$ cat src/rtl/display_arbiter.sv
// Two-requester display arbiter: grants the 7-segment display to A or B with a minimum hold time in ms ticks and round-robin on contention.
// Latency: grant one edge after request; digits one edge after grant. Optional leading-zero blanking with DISPLAY_ARB_BLANK_EN.
module display_arbiter #(
    parameter int TICK_DIV = 50000,
    parameter int HOLD_MS  = 1000
) (
    input  logic        CLK,
    input  logic        RESET,
    input  logic        req_a,
    input  logic [11:0] a_bcd,
    input  logic        req_b,
    input  logic [11:0] b_bcd,
    output logic        gnt_a,
    output logic        gnt_b,
    output logic [3:0]  units,
    output logic [3:0]  tens,
    output logic [3:0]  hundreds
);

    localparam int CW = (TICK_DIV > 1) ? $clog2(TICK_DIV) : 1;
    localparam int HW = 16;

    typedef enum logic [1:0] {
        IDLE    = 2'd0,
        GRANT_A = 2'd1,
        GRANT_B = 2'd2
    } state_t;

    state_t      state_q, state_d;
    logic [CW-1:0] tick_cnt_q, tick_cnt_d;
    logic [HW-1:0] hold_q, hold_d;
    logic        last_b_q, last_b_d;
    logic [11:0] digits_q, digits_d;
    logic        tick;
    logic        hold_done;
    logic [11:0] sel_bcd;

    assign tick      = (tick_cnt_q == CW'(TICK_DIV - 1));
    assign hold_done = (hold_q == HW'(HOLD_MS));

    // State register and all other flops
    always_ff @(posedge CLK or posedge RESET) begin
        if (RESET) begin
            state_q    <= IDLE;
            tick_cnt_q <= '0;
            hold_q     <= '0;
            last_b_q   <= 1'b1;
            digits_q   <= '0;
        end else begin
            state_q    <= state_d;
            tick_cnt_q <= tick_cnt_d;
            hold_q     <= hold_d;
            last_b_q   <= last_b_d;
            digits_q   <= digits_d;
        end
    end

    // Next-state logic; on a tie in IDLE the requester not served last wins
    always_comb begin
        state_d = state_q;
        case (state_q)
            IDLE: begin
                if (req_a && req_b)
                    state_d = last_b_q ? GRANT_A : GRANT_B;
                else if (req_a)
                    state_d = GRANT_A;
                else if (req_b)
                    state_d = GRANT_B;
            end
            GRANT_A: begin
                if (hold_done) begin
                    if (req_b)
                        state_d = GRANT_B;
                    else if (!req_a)
                        state_d = IDLE;
                end
            end
            GRANT_B: begin
                if (hold_done) begin
                    if (req_a)
                        state_d = GRANT_A;
                    else if (!req_b)
                        state_d = IDLE;
                end
            end
            default: state_d = IDLE;
        endcase
    end

    // Output logic
    always_comb begin
        gnt_a = (state_q == GRANT_A);
        gnt_b = (state_q == GRANT_B);
    end

    always_comb begin
        tick_cnt_d = tick ? '0 : tick_cnt_q + 1'b1;

        hold_d = hold_q;
        if (state_d != state_q)
            hold_d = '0;
        else if (tick && !hold_done)
            hold_d = hold_q + 1'b1;

        last_b_d = last_b_q;
        if (state_d != state_q) begin
            if (state_d == GRANT_A)
                last_b_d = 1'b0;
            else if (state_d == GRANT_B)
                last_b_d = 1'b1;
        end
    end

    // Digits follow the owner of the current state, one edge behind
    always_comb begin
        sel_bcd = 12'h000;
        if (state_q == GRANT_A)
            sel_bcd = a_bcd;
        else if (state_q == GRANT_B)
            sel_bcd = b_bcd;
`ifdef DISPLAY_ARB_BLANK_EN
        digits_d = sel_bcd;
        if (sel_bcd[11:8] == 4'h0) begin
            digits_d[11:8] = 4'hF;
            if (sel_bcd[7:4] == 4'h0)
                digits_d[7:4] = 4'hF;
        end
`else
        digits_d = sel_bcd;
`endif
    end

    assign hundreds = digits_q[11:8];
    assign tens     = digits_q[7:4];
    assign units    = digits_q[3:0];

endmodule

$ cat config.mk
export PLATFORM = sky130hd
export DESIGN_NAME = display_arbiter
export DESIGN_NICKNAME = d
export VERILOG_FILES = /design/src/rtl/display_arbiter.sv
export SDC_FILE = /design/constraint.sdc
export NUM_CORES = 1
export LEC_CHECK = 0
export CORE_MARGIN = 2
export CORE_UTILIZATION = 43
export CTS_BUF_LIST = sky130_fd_sc_hd__clkbuf_16
export DETAILED_ROUTE_END_ITERATION = 10
export GPL_ROUTABILITY_DRIVEN = 0
export GPL_TIMING_DRIVEN = 0
export PLACE_DENSITY = 0.68
export SYNTH_ARGS = -nofsm -noshare
export SYNTH_HDL_FRONTEND = slang
export SYNTH_SLANG_ARGS = --single-unit
$ cat constraint.sdc
create_clock -name CLK -period 3.1 [get_ports CLK]
set_clock_uncertainty 0.2 [all_clocks]
set_input_delay 0.62 -clock CLK [delete_from_list [all_inputs] [get_ports CLK]]
set_output_delay 0.62 -clock CLK [all_outputs]
set_load 0.05 [all_outputs]
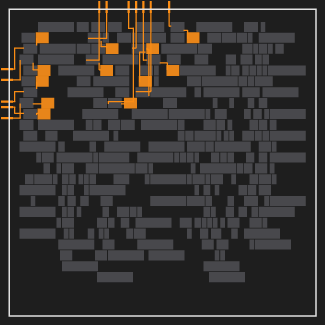
Figure 1: run 1, nets reached from selected ports.
Scale: 4 px per um.
port	colour	bits	direction	end cells	buffers	wire
`b_bcd`	orange	12	input	12	12	184 um
num ports: 42
Port Buffer Count: 41

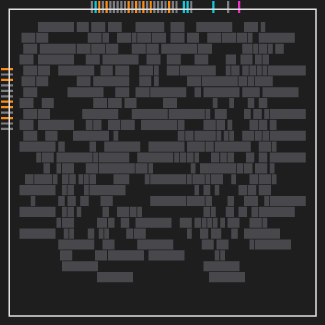
Figure 2: run 1, pin placement.
Scale: 4 px per um. Pins as bars across the die edge, other pins in grey.
port	colour	pins	direction	edge
`b_bcd`	orange	12	input	7 north, 5 west
`units`	cyan	4	output	north
`req_a`	magenta	1	input	north
Die Width: 76.31 um
Vert. Die Dim: 76.31 um

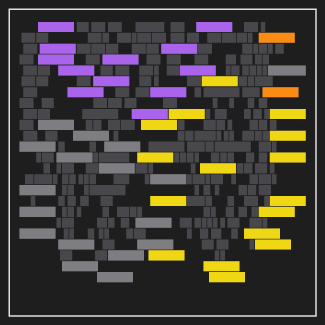
Figure 3: run 1, sequential cells grouped by signal name.
Scale: 4 px per um.
netlist name	colour	placed flops
`state_q`	orange	2
`digits_q`	purple	12
`hold_q`	yellow	16
not coloured	17
Seq/total area: 40.46%
Flop area: 1177 sq um
Util after Layout: 57.35%
sequential power: 0.000711 W

==> flow_summary.ini, run 1 <==
; generated from flow reports
[status]
status = complete, no violations

[logic_synthesis]
netlist_top_cells_area = dfrtp_1 (51%), xor2_1 (8.2%), nor2_1 (5.0%)
yosys_warnings = 0
yosys_area_sq_um = 2248
ys.flops = 47
edf_count = 0
syn_nets = 256
mux_share_pct = 0
yosys-top-cells-count = dfrtp_1 (46), nor2_1 (30), xor2_1 (21)
synth.comb.largest_family = simple AND/OR/NAND/NOR gates
synthDistinctLibCells = 35
top_cell = dfrtp_1
synthCells = 224
synth_area_per_cell_sq_um = 10.04
synthArstFlopShare_pct = 100.0
synthFlopType = dfrtp_1
ys_seq_share_pct = 52.37
synth-simple-area-share_pct = 22.82
top_area_share_pct = 51.20
ys_sh_xor_pct = 10.13
synthAdderAreaFrac_pct = 2.226
netlist_area_sq_um = 2248
synth_top_cell_by_area = dfrtp_1
yosysCellCount = 224
ys_sh_aoi_pct = 9.683

[worst_hold_path]
min_path_type = register to register
hold_end = tick_cnt_q[10]
min_from = tick_cnt_q[10]
worstHoldPathCells = 1

[global_routing]
grt_max_degree = 32
grt_pass1_wl_um = 7914
grt.overflow.total = 0
grt_pass1_vias = 1728
grt_use_met2_pct = 28.05
busiest_layer = met2
met1_usage_pct = 20.87
gr-usage-met3_pct = 3.910
grt_use_total_pct = 16.47
antenna_found_initial = 0

[final_timing]
finalHoldViolations = 0
finalSetupTns_ns = 0
finalCritPeriodShare_pct = 94.25
setup_viol = 0
fmax_ghz = 0.3423
max-slew-margin-rel_pct = 55.89
fin_ws_ns = 0.1784
tightestPinTransition_ns = 0.6556
post-route-min-period_ns = 2.922
fin_worst_hold_slack_ns = 0.2847
maxSlewViolCount = 0
rsz0062_at_grt = false

[setup_path]
endpoint = gnt_b
required_ns = 2.28
cp_slowest_cell = dlygate4sd2_1
rrSetupSlack_ns = 0.24
startpoint_type = register
rr_endpoint = last_b_q
critPathLaunch = state_q[1]
reg2reg_depth = 11
cpPeakStageDelay_ns = 0.58
r2r-start = hold_q[2]
crit_cells = 4
crit_arrival_ns = 2.10
cp_cell_sequence = inv_1, nor2_1, clkbuf_1, dlygate4sd2_1
crit_family = buffers and inverters
path_class = register to primary output
crit_path_max_fanout = 10
cp_num_buf_inv = 3
endpoint_kind = primary output

[die]
rows = 26
die_area_sq_um = 5823
core_area_sq_um = 5075
fp_util_pct = 44.30
nWellTaps = 70

[placed_design]
place_inst = 336
pre_cts_ws_ns = -0.05783
placed_area_sq_um = 2766
dp_hpwl_um = 3224

[final_layout]
nets = 305
antennaDiodeCount = 0
lay_top_count = dfrtp_1
final_cell_mix = dfrtp_1 (46), clkdlybuf4s50_1 (39), nor2_1 (30)
clock_cell_area_share_pct = 4.686
final_cells = 344
comb-cell-share_pct = 35.04
seq_cells = 47
buffer_area_share_pct = 15.91
final_cell_area_sq_um = 2910
fillers = 441
combGateArea_sq_um = 1020
largestClassByArea = sequential cells
drive_gt1_share_pct = 5.839
nNonClkBuffers = 51
top_regs = hold_q (16), tick_cnt_q (16), digits_q (12)
area_delta_synth_final_pct = 29.44
nNonClkInverters = 7
clkbuf_count = 5
logic_gates = 161

[pwr]
p_switching_w = 0.0006191
ir_drop_uv = 319.5
p_comb_share_pct = 33.0
finalPower_w = 0.001812
powerClk_w = 0.000502
switching_share_pct = 34.16
clkPwrFrac_pct = 27.7
p_seq_share_pct = 39.3
powerComb_w = 0.000599
powerDensity_nw_per_um2 = 622.7
p_int_w = 0.001193
p_leak_nw = 1.248
power.group.top = registers

[run]
warnings = 27
max-cap-violations = 0

[clock_tree]
root_buffer = clkbuf_16
clock.latency.late_pin_ns = 0.28
cts_resized = 4
cts_tree = built
cts.clk_slew.worst_paths_ns = 0.06
cts_max_level = 2
clockBufferDepth = 2
cts_setup_buffers = 0
cts_made_buffers = 5
cts_hold_buffers = 0
cts.sinks = 47

[drt]
drt-total-wl_um = 4495
dr.pass1.iters = 4
vias = 1761
dr_wl_met2_um = 2227
highest_layer = met4
m1WireLength_um = 2010
final_antenna_net_count = 0
wl_per_cell_um = 13.07
drt_iter0_drc = 128
wl_met3_um = 175
vias_per_cell = 5.119
==> run 2: changes to the inputs <==
--- a/config.mk
+++ b/config.mk
@@ -5,13 +5,14 @@
 export SDC_FILE = /design/constraint.sdc
 export NUM_CORES = 1
 export LEC_CHECK = 0
+export ABC_AREA = 1
 export CORE_MARGIN = 2
 export CORE_UTILIZATION = 43
 export CTS_BUF_LIST = sky130_fd_sc_hd__clkbuf_16
 export DETAILED_ROUTE_END_ITERATION = 10
 export GPL_ROUTABILITY_DRIVEN = 0
 export GPL_TIMING_DRIVEN = 0
-export PLACE_DENSITY = 0.68
+export PLACE_DENSITY = 0.66
 export SYNTH_ARGS = -nofsm -noshare
 export SYNTH_HDL_FRONTEND = slang
 export SYNTH_SLANG_ARGS = --single-unit
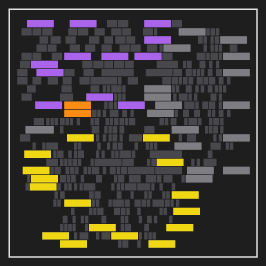
Figure 4: run 2, sequential cells grouped by signal name.
Scale: 3 px per um.
netlist name	colour	placed flops
`state_q`	orange	2
`hold_q`	yellow	16
`digits_q`	purple	12
Util after Layout: 56.34%
sequential power: 0.000756 W
Seq/total area: 35.30%

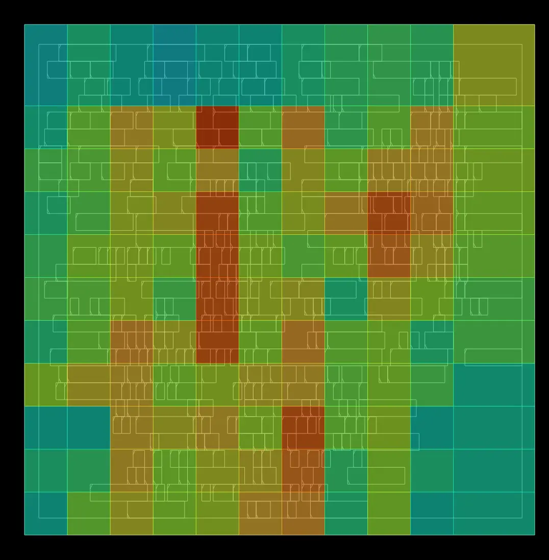
Figure 5: run 2, routing congestion map.
GRT Util Overall: 17.72%
met1 usage: 24.01%
GRT busiest layer: met2
met3 Track Usage GR: 3.297%
Wirelength per Cell: 12.33 um

==> flow_summary.ini, run 2 <==
; generated from flow reports
[status]
status = complete, no violations

[setup_path]
path_class = register to primary output
startpoint_type = register
crit_family = buffers and inverters
crit_cells = 5
r2r-start = hold_q[0]
crit_arrival_ns = 2.05
crit_path_max_fanout = 10
cp_cell_sequence = inv_1, nand2_1, inv_1, clkbuf_1, dlygate4sd2_1
rr_endpoint = last_b_q
required_ns = 2.28
endpoint = gnt_b
critPathLaunch = state_q[0]
reg2reg_depth = 14
cpPeakStageDelay_ns = 0.60
cp_num_buf_inv = 4
rrSetupSlack_ns = 0.94
endpoint_kind = primary output
cp_slowest_cell = dlygate4sd2_1

[logic_synthesis]
syn_nets = 364
synthFlopType = dfrtp_1
top_cell = nand2_1
yosys_area_sq_um = 2621
top_area_share_pct = 43.91
ys_seq_share_pct = 44.92
yosys-top-cells-count = nand2_1 (72), nor2_1 (52), dfrtp_1 (46)
yosysCellCount = 332
synth.comb.largest_family = simple AND/OR/NAND/NOR gates
ys_sh_xor_pct = 2.673
synth-simple-area-share_pct = 33.03
synthArstFlopShare_pct = 100.0
yosys_warnings = 0
edf_count = 0
mux_share_pct = 0
synth_top_cell_by_area = dfrtp_1
synthCells = 332
ys.flops = 47
netlist_top_cells_area = dfrtp_1 (44%), nand2_1 (10%), nor2_1 (7.4%)
ys_sh_aoi_pct = 8.544
synth_area_per_cell_sq_um = 7.895
synthAdderAreaFrac_pct = 1.909
synthDistinctLibCells = 33

[final_timing]
fin_ws_ns = 0.2262
fin_worst_hold_slack_ns = 0.2649
maxSlewViolCount = 0
finalCritPeriodShare_pct = 92.70
post-route-min-period_ns = 2.874
max-slew-margin-rel_pct = 65.27
setup_viol = 0
tightestPinTransition_ns = 0.5193
rsz0062_at_grt = false
finalSetupTns_ns = 0
finalHoldViolations = 0
fmax_ghz = 0.3480

[final_layout]
drive_gt1_share_pct = 12.04
nets = 413
final_cells = 457
comb-cell-share_pct = 36.27
area_delta_synth_final_pct = 27.26
flop_area_sq_um = 1177
clkbuf_count = 5
nNonClkBuffers = 47
lay_top_count = nand2_1
largestClassByArea = logic gates
combGateArea_sq_um = 1210
logic_gates = 231
final_cell_mix = nand2_1 (72), nor2_1 (52), dfrtp_1 (46)
buffer_area_share_pct = 14.07
fillers = 541
top_regs = hold_q (16), tick_cnt_q (16), digits_q (12)
final_cell_area_sq_um = 3336
nNonClkInverters = 49
seq_cells = 47
antennaDiodeCount = 0
clock_cell_area_share_pct = 5.776

[clock_tree]
cts_hold_buffers = 0
cts.sinks = 47
cts.clk_slew.worst_paths_ns = 0.06
cts_resized = 2
root_buffer = clkbuf_16
clockBufferDepth = 2
clock.latency.late_pin_ns = 0.29
cts_setup_buffers = 0
cts_made_buffers = 5
cts_max_level = 2
cts_tree = built

[drt]
drt_iter0_drc = 111
wl_met3_um = 142
drt-total-wl_um = 5635
highest_layer = met4
vias = 2235
final_antenna_net_count = 0
dr_wl_met2_um = 2834
vias_per_cell = 4.891
dr.pass1.iters = 4
m1WireLength_um = 2627

[run]
max-cap-violations = 0
warnings = 27

[worst_hold_path]
worstHoldPathCells = 1
min_path_type = register to register
min_from = tick_cnt_q[0]
hold_end = tick_cnt_q[0]

[die]
io_pins = 42
nWellTaps = 75
fp_util_pct = 44.27
die_area_sq_um = 6736
die.size.y_um = 82.08
rows = 28
core_area_sq_um = 5921
die_w_um = 82.08

[pwr]
p_leak_nw = 1.541
clkPwrFrac_pct = 29.2
power.group.top = combinational cells
ir_drop_uv = 568.2
powerDensity_nw_per_um2 = 710.1
switching_share_pct = 37.39
p_seq_share_pct = 31.9
powerComb_w = 0.000920
p_switching_w = 0.0008857
p_comb_share_pct = 38.8
powerClk_w = 0.000692
p_int_w = 0.001483

[placed_design]
dp_hpwl_um = 4321
place_inst = 449
port_buffers = 41
placed_area_sq_um = 3146
pre_cts_ws_ns = 0.2240

[global_routing]
antenna_found_initial = 0
grt_pass1_vias = 2041
grt_pass1_wl_um = 9252
grt_max_degree = 38
grt.overflow.total = 0
grt_use_met2_pct = 29.43
==> run 3: changes to the inputs <==
--- a/config.mk
+++ b/config.mk
@@ -9,6 +9,7 @@
 export CORE_MARGIN = 2
 export CORE_UTILIZATION = 43
 export CTS_BUF_LIST = sky130_fd_sc_hd__clkbuf_16
+export CTS_CLUSTER_DIAMETER = 50
 export DETAILED_ROUTE_END_ITERATION = 10
 export GPL_ROUTABILITY_DRIVEN = 0
 export GPL_TIMING_DRIVEN = 0
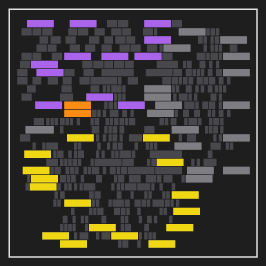
Figure 6: run 3, sequential cells grouped by signal name.
Scale: 3 px per um.
netlist name	colour	placed flops
`hold_q`	yellow	16
`digits_q`	purple	12
`state_q`	orange	2
not coloured	17

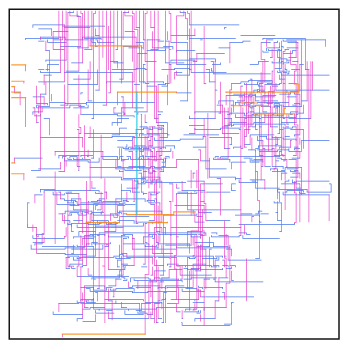
Figure 7: run 3, wiring by layer.
Scale: 4 px per um.
layer	colour	wire length
M1	blue	2630 um
M2	magenta	2830 um
M4	cyan	30.6 um
M3	orange	142 um
via count: 2235
wirelength, routed: 5635 um

==> flow_summary.ini, run 3 <==
; generated from flow reports
[logic_synthesis]
synthCells = 332
ys_sh_aoi_pct = 8.544
synthArstFlopShare_pct = 100.0
mux_share_pct = 0
synth_area_per_cell_sq_um = 7.895
ys_sh_xor_pct = 2.673
synth-simple-area-share_pct = 33.03
synthDistinctLibCells = 33
netlist_top_cells_area = dfrtp_1 (44%), nand2_1 (10%), nor2_1 (7.4%)
synthAdderAreaFrac_pct = 1.909
ys_seq_share_pct = 44.92
yosys_area_sq_um = 2621

[drt]
vias_per_cell = 4.891
dr.pass1.iters = 4
final_antenna_net_count = 0
highest_layer = met4
wl_per_cell_um = 12.33

[final_layout]
antennaDiodeCount = 0
logic_gates = 231
seq_share_pct = 35.30
seq_cells = 47
nets = 413
drive_gt1_share_pct = 12.04
comb-cell-share_pct = 36.27
largestClassByArea = logic gates
area_delta_synth_final_pct = 27.26
combGateArea_sq_um = 1210
flop_area_sq_um = 1177
top_regs = hold_q (16), tick_cnt_q (16), digits_q (12)
final_cell_area_sq_um = 3336
clkbuf_count = 5

[clock_tree]
clock.latency.late_pin_ns = 0.29
cts_max_level = 2
cts.sinks = 47
cts_resized = 2
cts.clk_slew.worst_paths_ns = 0.06
root_buffer = clkbuf_16
clockBufferDepth = 2

[pwr]
ir_drop_uv = 568.2
powerClk_w = 0.000692
switching_share_pct = 37.39
powerDensity_nw_per_um2 = 710.1
clkPwrFrac_pct = 29.2
p_seq_share_pct = 31.9
p_leak_nw = 1.541
p_switching_w = 0.0008857

[worst_hold_path]
worstHoldPathCells = 1

[placed_design]
dp_hpwl_um = 4321
pre_cts_ws_ns = 0.2240
placed_area_sq_um = 3146
place_inst = 449

[setup_path]
endpoint_kind = primary output
path_class = register to primary output
cp_cell_sequence = inv_1, nand2_1, inv_1, clkbuf_1, dlygate4sd2_1
crit_cells = 5
crit_path_max_fanout = 10
crit_arrival_ns = 2.05
cp_num_buf_inv = 4
cpPeakStageDelay_ns = 0.60
rrSetupSlack_ns = 0.94
rr_endpoint = last_b_q
crit_family = buffers and inverters

[die]
die.size.y_um = 82.08
rows = 28
core_area_sq_um = 5921
die_area_sq_um = 6736

[global_routing]
grt_pass1_vias = 2041
busiest_layer = met2
grt_pass1_wl_um = 9252
grt_use_total_pct = 17.72
gr-usage-met3_pct = 3.297

[final_timing]
max-slew-margin-rel_pct = 65.27
fmax_ghz = 0.3480
maxSlewViolCount = 0
rsz0062_at_grt = false
finalHoldViolations = 0
fin_worst_hold_slack_ns = 0.2649

[run]
max-cap-violations = 0
warnings = 27

[status]
status = complete, no violations
Power is estimated from default activity; no workload was simulated.
